### config.mk
export PLATFORM = sky130hd
export DESIGN_NAME = score_combo_tracker
export DESIGN_NICKNAME = d
export VERILOG_FILES = /design/src/rtl/score_pkg.sv /design/src/rtl/sat_add_signed.sv /design/src/rtl/score_combo_tracker.sv
export SDC_FILE = /design/constraint.sdc
export NUM_CORES = 1
export LEC_CHECK = 0
export CAP_MARGIN = 5
export CORE_UTILIZATION = 60
export DETAILED_ROUTE_END_ITERATION = 6
export PLACE_DENSITY = 0.94
export SLEW_MARGIN = 20
export SYNTH_ARGS = -nofsm -noshare
export SYNTH_HDL_FRONTEND = slang
export SYNTH_SLANG_ARGS = --single-unit
### constraint.sdc
create_clock -name clk -period 5.4 [get_ports clk]
set_input_delay 1.08 -clock clk [delete_from_list [all_inputs] [get_ports clk]]
set_output_delay 1.08 -clock clk [all_outputs]
set_load 0.03 [all_outputs]
### src/rtl/score_pkg.sv
// rtl/score_pkg.sv - grade encodings, default point values and bonus-width helper for the score tracker
package score_pkg;

  localparam logic [1:0] GRADE_NONE    = 2'b00;
  localparam logic [1:0] GRADE_GOOD    = 2'b01;
  localparam logic [1:0] GRADE_PERFECT = 2'b10;
  localparam logic [1:0] GRADE_MISS    = 2'b11;

  localparam int DEF_PERFECT_PTS  = 3;
  localparam int DEF_GOOD_PTS     = 1;
  localparam int DEF_MISS_PENALTY = 1;

  // Width of the bonus tier output; kept at least 1 so MAX_BONUS=0 still yields a legal port.
  function automatic int bonus_w(input int max_bonus);
    return (max_bonus < 1) ? 1 : $clog2(max_bonus + 1);
  endfunction

endpackage

### src/rtl/sat_add_signed.sv
// rtl/sat_add_signed.sv - signed adder clamping to the W-bit two's complement range
module sat_add_signed #(
  parameter int W = 16
) (
  input  logic signed [W-1:0] a,
  input  logic signed [W-1:0] b,
  output logic signed [W-1:0] sum,
  output logic                ovf
);

  logic signed [W:0] wide;

  // One guard bit: overflow exactly when the top two bits of the wide sum disagree.
  always_comb begin
    wide = {a[W-1], a} + {b[W-1], b};
    ovf  = wide[W] ^ wide[W-1];
    if (ovf) begin
      sum = wide[W] ? {1'b1, {(W-1){1'b0}}} : {1'b0, {(W-1){1'b1}}};
    end else begin
      sum = wide[W-1:0];
    end
  end

endmodule

### src/rtl/score_combo_tracker.sv
// rtl/score_combo_tracker.sv - saturating score, combo, best combo and bonus tier from graded hits
// Optional SCORE_HIT_STATS_EN adds per-grade saturating hit counters.
module score_combo_tracker
  import score_pkg::*;
#(
  parameter int SCORE_W      = 16,
  parameter int COMBO_W      = 8,
  parameter int PERFECT_PTS  = DEF_PERFECT_PTS,
  parameter int GOOD_PTS     = DEF_GOOD_PTS,
  parameter int MISS_PENALTY = DEF_MISS_PENALTY,
  parameter int COMBO_STEP   = 10,
  parameter int MAX_BONUS    = 3
) (
  input  logic                            clk,
  input  logic                            reset,
  input  logic                            clear,
  input  logic                            hit_valid,
  input  logic [1:0]                      hit_grade,
  output logic signed [SCORE_W-1:0]       score,
  output logic [COMBO_W-1:0]              combo,
  output logic [COMBO_W-1:0]              max_combo,
  output logic [bonus_w(MAX_BONUS)-1:0]   bonus,
  output logic                            sat
`ifdef SCORE_HIT_STATS_EN
  ,
  output logic [COMBO_W-1:0]              perfect_cnt,
  output logic [COMBO_W-1:0]              good_cnt,
  output logic [COMBO_W-1:0]              miss_cnt
`endif
);

  localparam int BONUS_W = bonus_w(MAX_BONUS);
  localparam int STEP_W  = (COMBO_STEP < 2) ? 1 : $clog2(COMBO_STEP);
  localparam logic [COMBO_W-1:0] COMBO_MAX = '1;
  localparam logic [BONUS_W-1:0] BONUS_MAX = BONUS_W'(MAX_BONUS);
  localparam logic [STEP_W-1:0]  STEP_LAST = STEP_W'(COMBO_STEP - 1);

  if ((GOOD_PTS + MAX_BONUS) >= (1 << (SCORE_W - 1)) ||
      (PERFECT_PTS + MAX_BONUS) >= (1 << (SCORE_W - 1))) begin : g_bad_points
    $error("score_combo_tracker: per-hit points do not fit in SCORE_W-1 bits");
  end
  if (COMBO_STEP < 1) begin : g_bad_step
    $error("score_combo_tracker: COMBO_STEP must be at least 1");
  end

  logic                      is_hit;
  logic                      is_miss;
  logic signed [SCORE_W-1:0] delta;
  logic signed [SCORE_W-1:0] score_sum;
  logic                      score_ovf;
  logic [COMBO_W-1:0]        combo_next;
  logic [STEP_W-1:0]         step_cnt;

  always_comb begin
    is_hit  = hit_valid && (hit_grade == GRADE_GOOD || hit_grade == GRADE_PERFECT);
    is_miss = hit_valid && (hit_grade == GRADE_MISS);
    delta   = '0;
    if (hit_grade == GRADE_PERFECT) begin
      delta = SCORE_W'(PERFECT_PTS) + SCORE_W'(bonus);
    end else if (hit_grade == GRADE_GOOD) begin
      delta = SCORE_W'(GOOD_PTS) + SCORE_W'(bonus);
    end else if (hit_grade == GRADE_MISS) begin
      delta = -SCORE_W'(MISS_PENALTY);
    end
    combo_next = (combo == COMBO_MAX) ? combo : combo + 1'b1;
  end

  sat_add_signed #(.W(SCORE_W)) u_score_add (
    .a   (score),
    .b   (delta),
    .sum (score_sum),
    .ovf (score_ovf)
  );

  always_ff @(posedge clk) begin
    if (reset || clear) begin
      score     <= '0;
      combo     <= '0;
      max_combo <= '0;
      bonus     <= '0;
      sat       <= 1'b0;
      step_cnt  <= '0;
    end else if (is_miss) begin
      score    <= score_sum;
      sat      <= sat | score_ovf;
      combo    <= '0;
      bonus    <= '0;
      step_cnt <= '0;
    end else if (is_hit) begin
      score <= score_sum;
      sat   <= sat | score_ovf;
      combo <= combo_next;
      if (combo_next > max_combo) max_combo <= combo_next;
      // Step counter keeps cycling after the tier cap; only the tier itself stops.
      if (step_cnt == STEP_LAST) begin
        step_cnt <= '0;
        if (bonus < BONUS_MAX) bonus <= bonus + 1'b1;
      end else begin
        step_cnt <= step_cnt + 1'b1;
      end
    end
  end

`ifdef SCORE_HIT_STATS_EN
  always_ff @(posedge clk) begin
    if (reset || clear) begin
      perfect_cnt <= '0;
      good_cnt    <= '0;
      miss_cnt    <= '0;
    end else if (hit_valid) begin
      if (hit_grade == GRADE_PERFECT && perfect_cnt != COMBO_MAX) perfect_cnt <= perfect_cnt + 1'b1;
      if (hit_grade == GRADE_GOOD && good_cnt != COMBO_MAX) good_cnt <= good_cnt + 1'b1;
      if (hit_grade == GRADE_MISS && miss_cnt != COMBO_MAX) miss_cnt <= miss_cnt + 1'b1;
    end
  end
`endif

endmodule

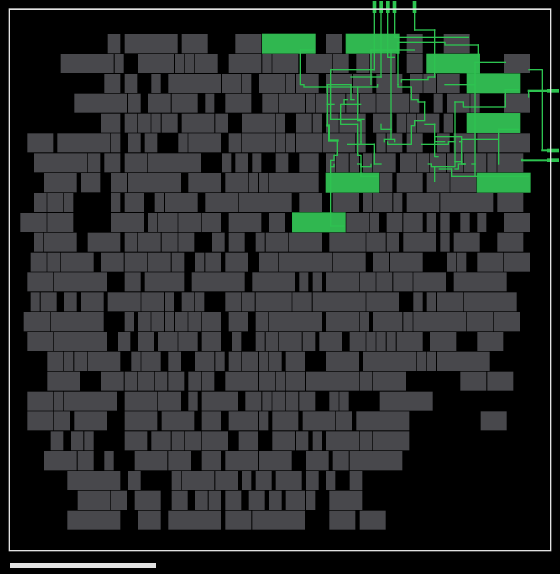
Fig. 1. Nets reached from selected ports (run 1).
Bar = 20 microns.
[combo] green | bits: 8 | direction: output | edge: 5 north, 3 east | end cells: 8 | buffers: 8 | wire: 347 microns
port bufs: 40
IO Pins: 41

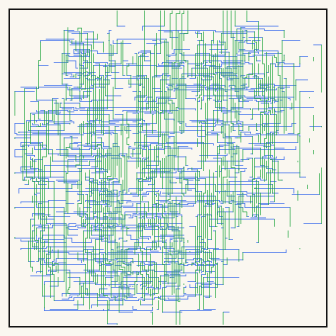
Fig. 2. Wiring by layer (run 1).
Two of the layers only.
[M1] blue | wire length: 3220 microns
[M2] green | wire length: 3750 microns

==> impl_metrics.json, run 1 <==
{
  "status": "finished clean",
  "max-vdd-ir-drop_v": 0.000145,
  "gp_congestion": 0.946,
  "dp_hpwl_microns": 5460,
  "antennaDiodeCount": 0,
  "ys_sh_xor_pct": 6.48,
  "ys_sh_simple_pct": 17.2,
  "vias_per_cell": 6.31,
  "ff_type": "dfxtp_1",
  "drtAntennaViolNets": 0,
  "syn-num-nets": 410,
  "overflow": 0,
  "synth_area_sq_um": 3110,
  "clk_latency_ps": 300,
  "drt_wl_total_microns": 7610,
  "comb_area_sq_um": 2110,
  "yosys.area.top_type": "dfxtp_1",
  "root_buffer": "clkbuf_8",
  "yosys_warnings": 0,
  "cts_resized": 0,
  "wire_per_inst_microns": 16.3,
  "clk_pin_slew_ps": 80,
  "yosys.stat.chipArea_sq_um": 3110,
  "grt.total_usage_pct": 29.6,
  "r2r_start": "combo[0]",
  "combPwrFrac_pct": 26.6,
  "floorplanUtilization_pct": 64.1,
  "clock.fmax_mhz": 223,
  "grt_max_degree": 34,
  "grt_pass1_wl_microns": 12600,
  "cp.arrival_ps": 4630,
  "switchingPower_w": 0.000228,
  "p_int_w": 0.000454,
  "crit_end": "score[0]",
  "grt_pass1_vias": 2874,
  "max_slew_margin_pct": 47.0,
  "endpoint_kind": "flip-flop",
  "min_path_type": "reg2reg",
  "hold_start": "combo[2]",
  "warning_count": 30,
  "drtIter0Drc": 184,
  "cts_hold_buf": 0,
  "yosys_cells": 372,
  "post-route-min-period_ps": 4490,
  "clockBufferDepth": 2,
  "crit_start": "hit_grade[0]",
  "grt_setup_unrepaired": "no",
  "hold_end": "combo[2]",
  "synth.area.mux_share_pct": 3.66,
  "place_area_sq_um": 3430,
  "synth_adder_area_share_pct": 13.1,
  "pwr-share-clk_pct": 29.2,
  "path_max_fanout": 31,
  "die_y_microns": 74.0,
  "finalClockPeriodUsage_pct": 83.1,
  "synth_cell_types": 56,
  "synthCells": 372,
  "swShare_pct": 33.4,
  "antenna_found_initial": 0,
  "tritoncts": "done",
  "start_kind": "input pin",
  "compound_area_share_pct": 27.0,
  "path_class": "in2reg",
  "required_ps": 5550,
  "drt-pass1-iter-count": 4,
  "core_area_sq_um": 4850,
  "synth.logic.top_family": "AND-OR/OR-AND gates",
  "stdcell_area_sq_um": 3520,
  "ys_seq_share_pct": 25.1,
  "drv_cap": 0,
  "drc": 0,
  "chipWidth_microns": 74.0,
  "setup_viol": 0,
  "ctsHtreeMaxLevel": 2,
  "drive_above_1_share_pct": 8.23,
  "layout.nets": 438,
  "top_cell_area_share_pct": 25.1,
  "p_leak_nw": 1.39,
  "powerDensity_nw_per_um2": 194,
  "chipArea_sq_um": 5470,
  "worst_pin_slew_ps": 795,
  "r2r_end": "max_combo[0]",
  "top_cells_by_area": "dfxtp_1 25%, ha_1 12%, o211ai_2 4.8%, nand2_1 4.3%, xnor2_1 4.2%",
  "reg2regPathDepth": 13,
  "cts_num_sinks": 39,
  "hold_viol": 0,
  "area_growth_pct": 13.3,
  "cts_setup_buffers": 0,
  "finalMaxSlewViolations": 0,
  "seq_power_share_pct": 44.3,
  "whs_path_depth": 2,
  "nFillCells": 357,
  "rows": 25,
  "cts_buffers": 5,
  "async_reset_ff_share_pct": 0,
  "rrSetupSlack_ps": 1870,
  "dr_total_vias": 2954,
  "fin_setup_tns_ps": 0,
  "syn_avg_cell_area_sq_um": 8.35,
  "edf_count": 0,
  "yosys_register_bits": 39,
  "fin_worst_skew_ps": 7.79
}
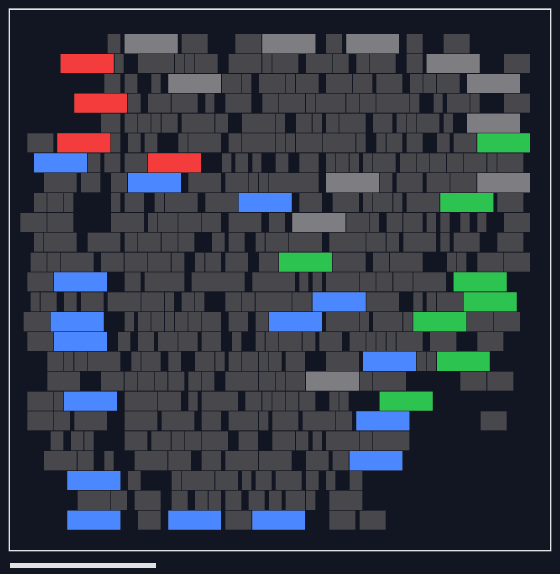
Fig. 3. Register map, names as in the netlist (run 1).
Bar = 20 microns. Other sequential cells in the stronger grey, the rest of the logic in the fainter grey.
[step_cnt] red | placed flops: 4 | where: north-west
[score] blue | placed flops: 16
[max_combo] green | placed flops: 8 | where: east
not coloured: 11
Core Util, Final: 72.6%
FF+latch area: 781 sq um
Seq group: 0.000302 W
fraction of area in registers: 22.2%

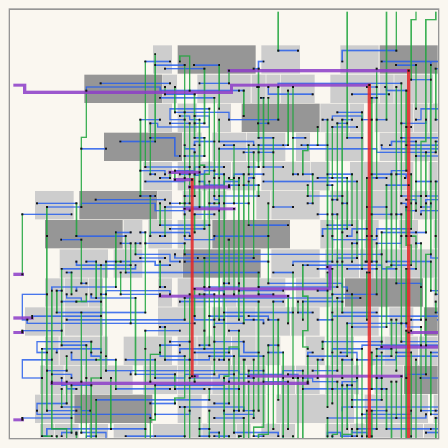
Fig. 4. A small window of the routed layout (run 1).
Window x 0 to 40, y 34 to 74 microns. Cells in grey, sequential cells in the stronger grey; small squares are vias.
[M4] red
[M2] green
[M3] purple
[M1] blue
most frequent: ha_1 (12)
sequential cells in the window: 11
cells with their middle in the window: 126
netlist names of flops here include: score (4), step_cnt (4), bonus (2)

run 1: final cells by class:
cell class	instances	area share, %
Tap cell	67	2.38
Sequential cell	39	22.2
Inverter	15	1.60
Clock inverter	1	0.142
Multi-Input combinational cell	298	60.0
Clock buffer	7	2.17
Timing Repair Buffer	41	11.6
run 1: critical path, stage by stage:
cell	delay (ps)
clkdlybuf4s50_1	540
inv_1	60
ha_1	250
nor2_1	160
o21ai_0	120
ha_1	230
fa_1	410
a21o_1	200
a221oi_2	390
o21ai_1	130
a21o_1	210
o21a_2	450
o211ai_1	290
a31oi_1	120
run 1: layout by cell type (no fill, tap or decap), types with 3 or more instances in the layout:
cell | Yosys | layout
clkdlybuf4s50_1 | 0 | 40
dfxtp_1 | 39 | 39
nand2_1 | 36 | 36
nor2_1 | 33 | 32
ha_1 | 31 | 31
o21ai_0 | 25 | 25
a21oi_1 | 21 | 21
a31oi_1 | 17 | 17
xnor2_1 | 15 | 15
inv_1 | 15 | 15
o211ai_2 | 12 | 12
a21o_1 | 10 | 10
xor2_1 | 8 | 8
mux2i_1 | 8 | 8
nand4_1 | 7 | 7
nand3_1 | 7 | 7
nor2b_1 | 7 | 7
and3_1 | 6 | 6
o21a_1 | 5 | 5
clkbuf_8 | 0 | 5
o211ai_1 | 4 | 4
nor3_1 | 4 | 4
and2_1 | 3 | 3
mux2_2 | 3 | 3
a211oi_1 | 3 | 3
o21bai_1 | 3 | 3
nand2b_1 | 3 | 3
run 1: kinds of logic (layout without fill, tap and decap cells):
logic type               count (synthesis)  in the layout
AND-OR/OR-AND                          118            118
XOR/XNOR                                23             23
adder cells (fa/ha/maj)                 32             32
buffers and inverters                   35             64
flip-flops                              39             39
multiplexers                            11             11
AND/OR/NAND/NOR                        114            114
run 1: through the flow:
step                hold slack, ps  cells  power [W]  setup slack (ps)
global placement               434    460   0.000475               854
detailed placement             494    460   0.000484               647
floorplan                      459    372   0.000455              1710
finish                         505    468   0.000682               914
global route                   523    468   0.000715               769
CTS                            505    468   0.000680               960
run 1: synthesized netlist by cell type, types with 6 or more instances:
master    instances
o211ai_2         12
a31oi_1          17
xor2_1            8
and3_1            6
a21o_1           10
nand3_1           7
o21ai_0          25
nand4_1           7
nor2b_1           7
buf_6             9
xnor2_1          15
nand2_1          36
ha_1             31
a21oi_1          21
dfxtp_1          39
mux2i_1           8
nor2_1           33
inv_1            15
run 1: power groups by stage:
stage	combinational [W]	sequential, W	clock [W]
floorplan	0.000135	0.000320	0
global placement	0.000167	0.000308	0
detailed placement	0.000176	0.000308	0
CTS	0.000177	0.000302	0.000201
global route	0.000197	0.000303	0.000216
finish	0.000181	0.000302	0.000199
run 1: routing by layer:
metal  up-vias  wire (microns)  GRT usage, %
li1       1402               -             -
met2        98            3750          51.4
met1      1429            3220          34.1
met3        25             394          5.69
met5         -               0             0
met4         0             242          16.5
run 1: sequential cells by signal (all words and copies together) (netlist names):
name	count
max_combo	8
sat	1
bonus	2
score	16
combo	8
step_cnt	4
==> run 2, diff against run 1 <==
--- a/config.mk
+++ b/config.mk
@@ -6,9 +6,9 @@
 export NUM_CORES = 1
 export LEC_CHECK = 0
 export CAP_MARGIN = 5
-export CORE_UTILIZATION = 60
+export CORE_UTILIZATION = 56
 export DETAILED_ROUTE_END_ITERATION = 6
-export PLACE_DENSITY = 0.94
+export PLACE_DENSITY = 0.89
 export SLEW_MARGIN = 20
 export SYNTH_ARGS = -nofsm -noshare
 export SYNTH_HDL_FRONTEND = slang
==> constraint.sdc (replaced) <==
create_clock -name clk -period 4.4 [get_ports clk]
set_input_delay 0.88 -clock clk [delete_from_list [all_inputs] [get_ports clk]]
set_output_delay 0.88 -clock clk [all_outputs]
set_load 0.03 [all_outputs]
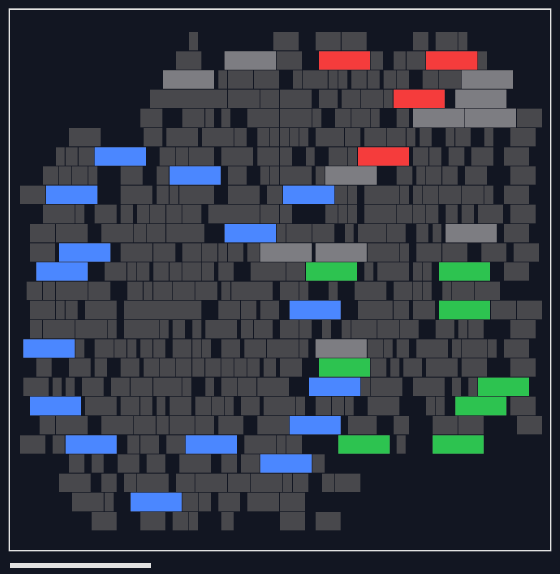
Fig. 5. Register map, names as in the netlist (run 2).
Bar = 20 microns. Other sequential cells in the stronger grey, the rest of the logic in the fainter grey.
[step_cnt] red | placed flops: 4 | where: north-east
[max_combo] green | placed flops: 8
[score] blue | placed flops: 16
not coloured: 11
Core Util, Final: 69.5%
fraction of area in registers: 21.4%
Seq group: 0.000370 W

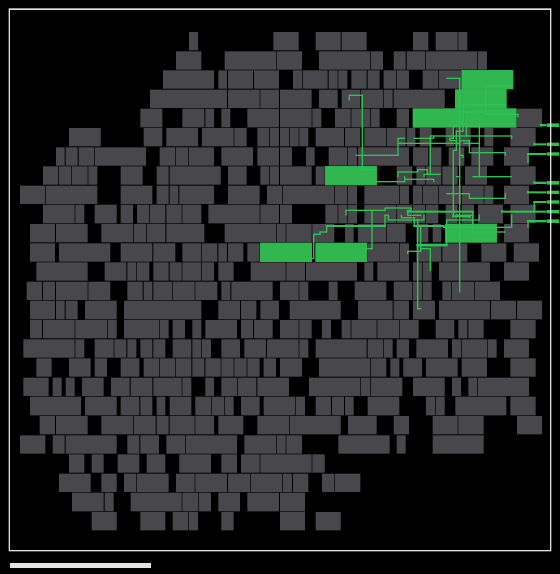
Fig. 6. Nets reached from selected ports (run 2).
Bar = 20 microns.
[combo] green | bits: 8 | direction: output | edge: east | end cells: 8 | buffers: 8 | wire: 334 microns

==> impl_metrics.json, run 2 <==
{
  "synth_cell_types": 56,
  "pin_count": 41,
  "ctsHtreeMaxLevel": 2,
  "dp_hpwl_microns": 5110,
  "yosys.area.top_type": "dfxtp_1",
  "finalMaxSlewViolations": 0,
  "area_growth_pct": 17.1,
  "cts_resized": 0,
  "max-vdd-ir-drop_v": 0.000312,
  "rows": 26,
  "whs_path_depth": 2,
  "warning_count": 30,
  "max_stage_delay_ps": 540,
  "rrSetupSlack_ps": 670,
  "yosys_cells": 372,
  "drive_above_1_share_pct": 10.5,
  "edf_count": 0,
  "post-place-ws_ps": 148,
  "finalClockPeriodUsage_pct": 90.8,
  "hold_end": "sat",
  "tritoncts": "done",
  "path_max_fanout": 31,
  "seq_power_share_pct": 38.5,
  "fin_ws_ps": 403,
  "drc": 0,
  "fin_worst_skew_ps": 8.06,
  "layout.nets": 448,
  "r2r_start": "combo[0]",
  "synthCells": 372,
  "top_cells_by_area": "dfxtp_1 25%, ha_1 12%, o211ai_2 4.8%, nand2_1 4.3%, xnor2_1 4.2%",
  "die_y_microns": 76.5,
  "flop_area_sq_um": 781,
  "required_ps": 4570,
  "clk_latency_ps": 300,
  "ys_seq_share_pct": 25.1,
  "drv_cap": 0,
  "slowest_stage": "clkdlybuf4s50_1",
  "ff_type": "dfxtp_1",
  "worst_pin_slew_ps": 704,
  "drtIter0Drc": 143,
  "grt_pass1_vias": 2710,
  "top_cells_by_count": "39 x dfxtp_1, 36 x nand2_1, 33 x nor2_1",
  "chipWidth_microns": 76.5,
  "route.met2.wl_microns": 3510,
  "reg_top3": "score x16, combo x8, max_combo x8",
  "yosys_warnings": 0,
  "synth_area_sq_um": 3110,
  "core_area_sq_um": 5240,
  "antenna_found_initial": 0,
  "yosys_register_bits": 39,
  "drt-met1-wl_microns": 3190,
  "cts_num_sinks": 39,
  "wire_per_inst_microns": 15.1,
  "status": "finished clean",
  "combPwrFrac_pct": 23.6,
  "post-route-min-period_ps": 4000,
  "grt.total_usage_pct": 25.9,
  "largest-register": "score",
  "switchingPower_w": 0.000284,
  "start_kind": "input pin",
  "root_buffer": "clkbuf_8",
  "synth.most_common_cell": "dfxtp_1",
  "gp_congestion": 0.932,
  "cp.arrival_ps": 4170,
  "cts_hold_buf": 0
}
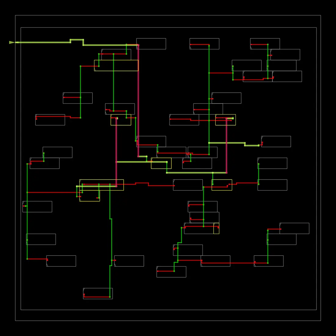
Fig. 7. Clock wiring as the flow saved it (run 2).
CLK BUF: 6
CTS Buf Count: 5

## run 2: metrics by stage
step	std cells	cell area, sq um	total power (W)	hold slack [ps]
after global placement	473	3510	0.000593	467
after floorplan	372	3110	0.000558	459
after global routing	481	3640	0.00100	502
after CTS	481	3640	0.000961	493
after detailed placement	473	3510	0.000601	481
final	481	3640	0.000963	500
## run 2: cell type report
type / instances / share of cell area, %
Inverter: 15 / 1.55
Clock inverter: 2 / 1.65
Sequential cell: 39 / 21.4
Multi-Input combinational cell: 298 / 57.7
Tap cell: 70 / 2.41
Timing Repair Buffer: 51 / 13.3
Clock buffer: 6 / 1.99
## run 2: cells by family after synthesis
family	after synthesis	share of synthesized area, %
fa+ha+maj	32	13.1
mux	11	3.66
xor+xnor	23	6.48
buf+inv	35	7.41
compound gates	118	27.0
simple gates	114	17.2
flops	39	25.1
## run 2: worst max-delay path by stage
| stage | startpoint | endpoint | slack [ps] | cells past startpoint |
|---|---|---|---|---|
| after global placement | hit_grade[0] | score[2] | 230 | 14 |
| after global routing | hit_grade[0] | score[0] | 250 | 14 |
| final | hit_grade[0] | score[0] | 400 | 14 |
| after CTS | hit_grade[0] | score[0] | 420 | 14 |
| after detailed placement | hit_grade[0] | score[2] | 150 | 14 |
| after floorplan | hit_grade[0] | score[10] | 910 | 14 |
## run 2: power groups by stage
| stage | clock [W] | sequential (W) | combinational [W] |
|---|---|---|---|
| floorplan | 0 | 0.000393 | 0.000165 |
| global placement | 0 | 0.000378 | 0.000215 |
| global route | 0.000384 | 0.000372 | 0.000247 |
| detailed placement | 0 | 0.000378 | 0.000222 |
| CTS | 0.000366 | 0.000370 | 0.000225 |
| finish | 0.000366 | 0.000370 | 0.000227 |
## run 2: routing by layer
layer | vias up | GRT usage (%)
met5 | - | 0
li1 | 1420 | -
met4 | 0 | 9.04
met2 | 114 | 44.2
met1 | 1294 | 33.1
met3 | 15 | 3.59
## run 2: worst max-delay path: cells and delay by family
family,cells,cell delay (ps)
AOI/OAI and AO/OA,8,1680
adders and majority gates,3,870
buffers and inverters,2,610
and+or+nand+nor,1,120
Power is estimated from default activity; no workload was simulated.
